### src/rtl/sel_mux_pkg.sv
// Shared types and default parameter values for the project selection mux.
package sel_mux_pkg;

  typedef enum logic [1:0] {
    IDLE   = 2'd0,
    GUARD  = 2'd1,
    PRST   = 2'd2,
    ACTIVE = 2'd3
  } state_t;

  localparam int DEF_NUM_PROJ  = 24;
  localparam int DEF_ADDR_W    = 5;
  localparam int DEF_IW_W      = 18;
  localparam int DEF_OW_W      = 24;
  localparam int DEF_GUARD_CYC = 2;
  localparam int DEF_RST_CYC   = 4;

endpackage

### src/rtl/sel_mux_seq.sv
// Selection sequencer: latches the requested address and walks it through
// the all-off guard window and the project reset window before going live.
module sel_mux_seq
  import sel_mux_pkg::*;
#(
  parameter int NUM_PROJ  = DEF_NUM_PROJ,
  parameter int ADDR_W    = DEF_ADDR_W,
  parameter int GUARD_CYC = DEF_GUARD_CYC,
  parameter int RST_CYC   = DEF_RST_CYC
) (
  input  logic              clk,
  input  logic              rst,
  input  logic              ena,
  input  logic              sel_load,
  input  logic [ADDR_W-1:0] addr,
  output state_t            state,
  output logic [ADDR_W-1:0] cur_addr,
  output logic              busy,
  output logic              sel_valid
);

  localparam int CNT_MAX = (GUARD_CYC > RST_CYC) ? GUARD_CYC : RST_CYC;
  localparam int CNT_W   = (CNT_MAX > 1) ? $clog2(CNT_MAX) : 1;
  localparam logic [CNT_W-1:0]  GUARD_LOAD   = CNT_W'(GUARD_CYC - 1);
  localparam logic [CNT_W-1:0]  RST_LOAD     = CNT_W'(RST_CYC - 1);
  localparam logic [ADDR_W:0]   NUM_PROJ_LIM = (ADDR_W + 1)'(NUM_PROJ);

  state_t             state_q, state_d;
  logic [CNT_W-1:0]   cnt_q, cnt_d;
  logic [ADDR_W-1:0]  cur_addr_q, cur_addr_d;

  always_ff @(posedge clk or posedge rst) begin
    if (rst) begin
      state_q    <= IDLE;
      cnt_q      <= '0;
      cur_addr_q <= '0;
    end else begin
      state_q    <= state_d;
      cnt_q      <= cnt_d;
      cur_addr_q <= cur_addr_d;
    end
  end

  // Dropping ena abandons any selection; cur_addr keeps the last request.
  always_comb begin
    state_d    = state_q;
    cnt_d      = cnt_q;
    cur_addr_d = cur_addr_q;
    if (!ena) begin
      state_d = IDLE;
      cnt_d   = '0;
    end else begin
      case (state_q)
        IDLE, ACTIVE: begin
          if (sel_load) begin
            state_d    = GUARD;
            cnt_d      = GUARD_LOAD;
            cur_addr_d = addr;
          end
        end
        GUARD: begin
          if (cnt_q == '0) begin
            if ({1'b0, cur_addr_q} < NUM_PROJ_LIM) begin
              state_d = PRST;
              cnt_d   = RST_LOAD;
            end else begin
              state_d = IDLE;
            end
          end else begin
            cnt_d = cnt_q - CNT_W'(1);
          end
        end
        PRST: begin
          if (cnt_q == '0) begin
            state_d = ACTIVE;
          end else begin
            cnt_d = cnt_q - CNT_W'(1);
          end
        end
        default: state_d = IDLE;
      endcase
    end
  end

  assign state     = state_q;
  assign cur_addr  = cur_addr_q;
  assign busy      = (state_q == GUARD) || (state_q == PRST);
  assign sel_valid = (state_q == ACTIVE);

endmodule

### src/rtl/sel_mux.sv
// Project selection mux: steers enable, reset and the shared input word to
// one project slot and registers that slot's output word back.
module sel_mux
  import sel_mux_pkg::*;
#(
  parameter int NUM_PROJ  = DEF_NUM_PROJ,
  parameter int ADDR_W    = DEF_ADDR_W,
  parameter int IW_W      = DEF_IW_W,
  parameter int OW_W      = DEF_OW_W,
  parameter int GUARD_CYC = DEF_GUARD_CYC,
  parameter int RST_CYC   = DEF_RST_CYC
) (
  input  logic                     clk,
  input  logic                     rst,
  input  logic                     ena,
  input  logic                     sel_load,
  input  logic [ADDR_W-1:0]        addr,
  output logic                     busy,
  output logic                     sel_valid,
  output logic [ADDR_W-1:0]        cur_addr,
  input  logic [IW_W-1:0]          iw,
  output logic [OW_W-1:0]          ow,
  output logic [NUM_PROJ-1:0]      proj_ena,
  output logic [NUM_PROJ-1:0]      proj_rst,
  output logic [NUM_PROJ*IW_W-1:0] proj_iw,
  input  logic [NUM_PROJ*OW_W-1:0] proj_ow
);

  state_t            state;
  logic [OW_W-1:0]   ow_q, ow_d;

  sel_mux_seq #(
    .NUM_PROJ  (NUM_PROJ),
    .ADDR_W    (ADDR_W),
    .GUARD_CYC (GUARD_CYC),
    .RST_CYC   (RST_CYC)
  ) u_seq (
    .clk       (clk),
    .rst       (rst),
    .ena       (ena),
    .sel_load  (sel_load),
    .addr      (addr),
    .state     (state),
    .cur_addr  (cur_addr),
    .busy      (busy),
    .sel_valid (sel_valid)
  );

  // Only the slot matching cur_addr can ever light up, so enables stay one-hot-or-zero.
  always_comb begin
    proj_ena = '0;
    proj_rst = '0;
    proj_iw  = '0;
    ow_d     = '0;
    for (int k = 0; k < NUM_PROJ; k++) begin
      if (ena && (cur_addr == ADDR_W'(k))) begin
        if (state == PRST) begin
          proj_ena[k] = 1'b1;
          proj_rst[k] = 1'b1;
        end else if (state == ACTIVE) begin
          proj_ena[k]              = 1'b1;
          proj_iw[k*IW_W +: IW_W]  = iw;
          ow_d                     = proj_ow[k*OW_W +: OW_W];
        end
      end
    end
  end

  always_ff @(posedge clk or posedge rst) begin
    if (rst) begin
      ow_q <= '0;
    end else begin
      ow_q <= ow_d;
    end
  end

  assign ow = ow_q;

endmodule

### config.mk
export PLATFORM = sky130hd
export DESIGN_NAME = sel_mux
export DESIGN_NICKNAME = d
export VERILOG_FILES = /design/src/rtl/sel_mux_pkg.sv /design/src/rtl/sel_mux_seq.sv /design/src/rtl/sel_mux.sv
export SDC_FILE = /design/constraint.sdc
export NUM_CORES = 1
export LEC_CHECK = 0
export ABC_CLOCK_PERIOD_IN_PS = 5300
export CAP_MARGIN = 25
export CORE_AREA = 2 2 433 435
export CTS_CLUSTER_DIAMETER = 60
export DETAILED_ROUTE_END_ITERATION = 8
export DIE_AREA = 0 0 435 437
export SLEW_MARGIN = 20
export SYNTH_ARGS = -nofsm -noshare
export SYNTH_HDL_FRONTEND = slang
export SYNTH_SLANG_ARGS = --single-unit
### constraint.sdc
create_clock -name clk -period 5.3 [get_ports clk]
set_input_delay 1.06 -clock clk [delete_from_list [all_inputs] [get_ports clk]]
set_output_delay 1.06 -clock clk [all_outputs]
set_load 0.03 [all_outputs]
==> images/clock_nets.png <==
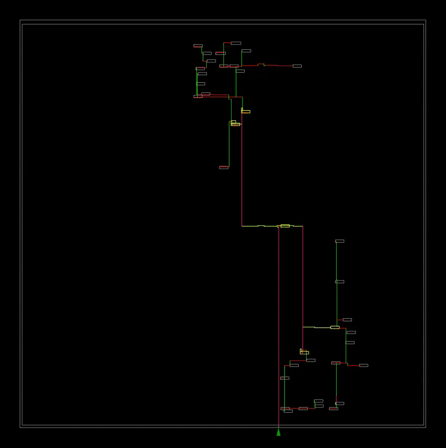
clock latency on the worst-skew pair: 0.35 ns
Num CTS Buffers: 5
final sequential cell count: 33

==> images/layers.png <==
Two of the layers only.
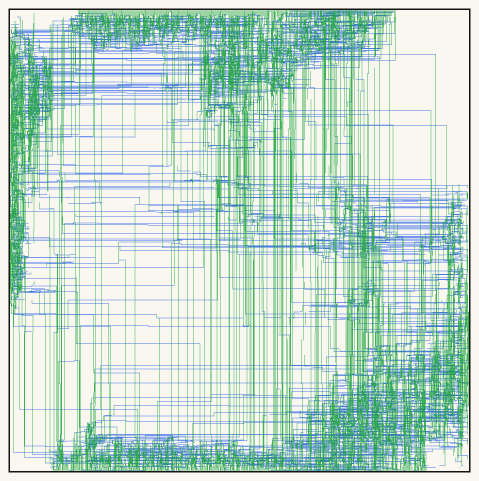
layer	color	wire length
M2	green	90.1 mm
M1	blue	66.0 mm
final WL: 175000 um
Routed wire per std cell: 33.6 um
aggregate global-route resource usage: 0.174

==> images/ff_map.png <==
The bar under the picture is 100 um long.
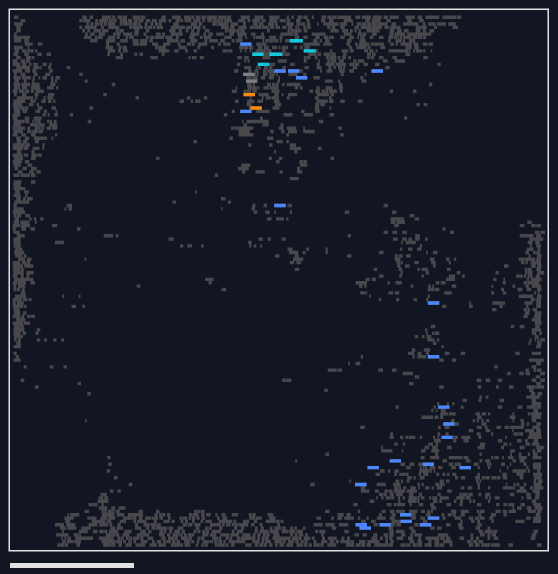
netlist name	color	placed flops
ow	blue	24
u_seq.state	orange	2
u_seq.cur_addr	cyan	5
not colored	2

==> run summary <==
Results of the full flow below.

Setup path:
- The run gives the internal reg-to-reg setup slack as 1.31 ns.
- The run gives the data required time at the worst endpoint as 4.24 ns.
- The run gives the worst flop-to-flop path startpoint as u_seq.cur_addr[2].
- Walking the worst path, the cells encountered are clkdlybuf4s50_1 -> buf_4 -> nand4b_1 -> buf_4 -> nor2_4 -> buf_4 -> and3_1 -> buf_4.
- Per STA, the endpoint of the critical path is proj_iw[396].
- The run gives the count of cell instances traversed by the critical path as 8.
- The largest individual stage delay along the critical path comes from the cell clkdlybuf4s50_1.

Synth:
- The run gives the number of flip-flops and latches in the synthesized netlist as 33.
- The run puts the cell total in the yosys stat output at 1620.
- The run puts the sequential area share after synthesis at 0.0777.
- By count the netlist is led by 243 x and3_1, 202 x and2_1, 152 x clkbuf_1, 114 x a21oi_1, 114 x nor2_1.
- The warning tally printed by Yosys for this design is 0.

Drt:
- The run puts the wire length on met1 at 66000 um.
- Nets still carrying antenna violations after routing amount to 0.
- The run gives the initial DRC count as 1890.

Layout:
- The number of multi-input combinational cells in the layout is 1337.
- The run gives the count of non-CTS buffers in the layout as 1262.
- The run gives the ratio of cells with drive above 1 in the final layout as 0.201.
- At the end of the flow, the number of nets in the layout was 3278.
- The run gives the most frequent standard cell in the layout excluding fill and tap cells as clkdlybuf4s50_1.
- The run puts the area used by multi-input combinational logic at 8920 um2.
- Measured on the final layout, the clock distribution area share stands at 0.00581.

Final timing:
- Setup repair after global routing left no endpoint under its margin.
- Between clock sinks in the finished design, the worst skew comes to 0.0224 ns.

CTS:
- No sink is reached through more buffers than the 2 on the longest clock path.

Die:
- The run gives the floorplan die area as 190000 um2.

Global routing:
- The run puts the via count of the first global-routing pass at 18.6k.
- In the global route stage, met2 resource usage came out at 0.324.
- The run puts the largest net degree at the start of global routing at 103.

Placed design:
- In this run the cell area measured after placement is 24900 um2.

Status:
- The run finished with clean final reports.

Power:
- Per the power-grid run, VDD falls by no more than 0.191 mV.

Job:
- The run gives the tally of max-capacitance violations as 0.
cells by family (layout without fill, tap and decap cells):
| logic type | Yosys count | in the layout | synth area share |
|---|---|---|---|
| flops | 33 | 33 | 0.0777 |
| simple gates | 764 | 764 | 0.420 |
| other cells | 0 | 51 | 0 |
| fa+ha+maj | 4 | 4 | 0.00471 |
| mux | 64 | 64 | 0.0865 |
| xor+xnor | 1 | 1 | 0.000825 |
| compound gates | 504 | 504 | 0.312 |
| buf+inv | 250 | 1302 | 0.0984 |
sequential cells by signal, indices dropped and copies added (netlist names):
name,count
ow,24
u_seq.cur_addr,5
u_seq.cnt_q,2
u_seq.state,2
where the power goes:
part / internal [mW] / switching (mW)
Clock: 0.190 / 0.180
Sequential: 0.290 / 0.195
Combinational: 1.36 / 2.63
Total: 1.84 / 3.00
Power is estimated from default activity; no workload was simulated.
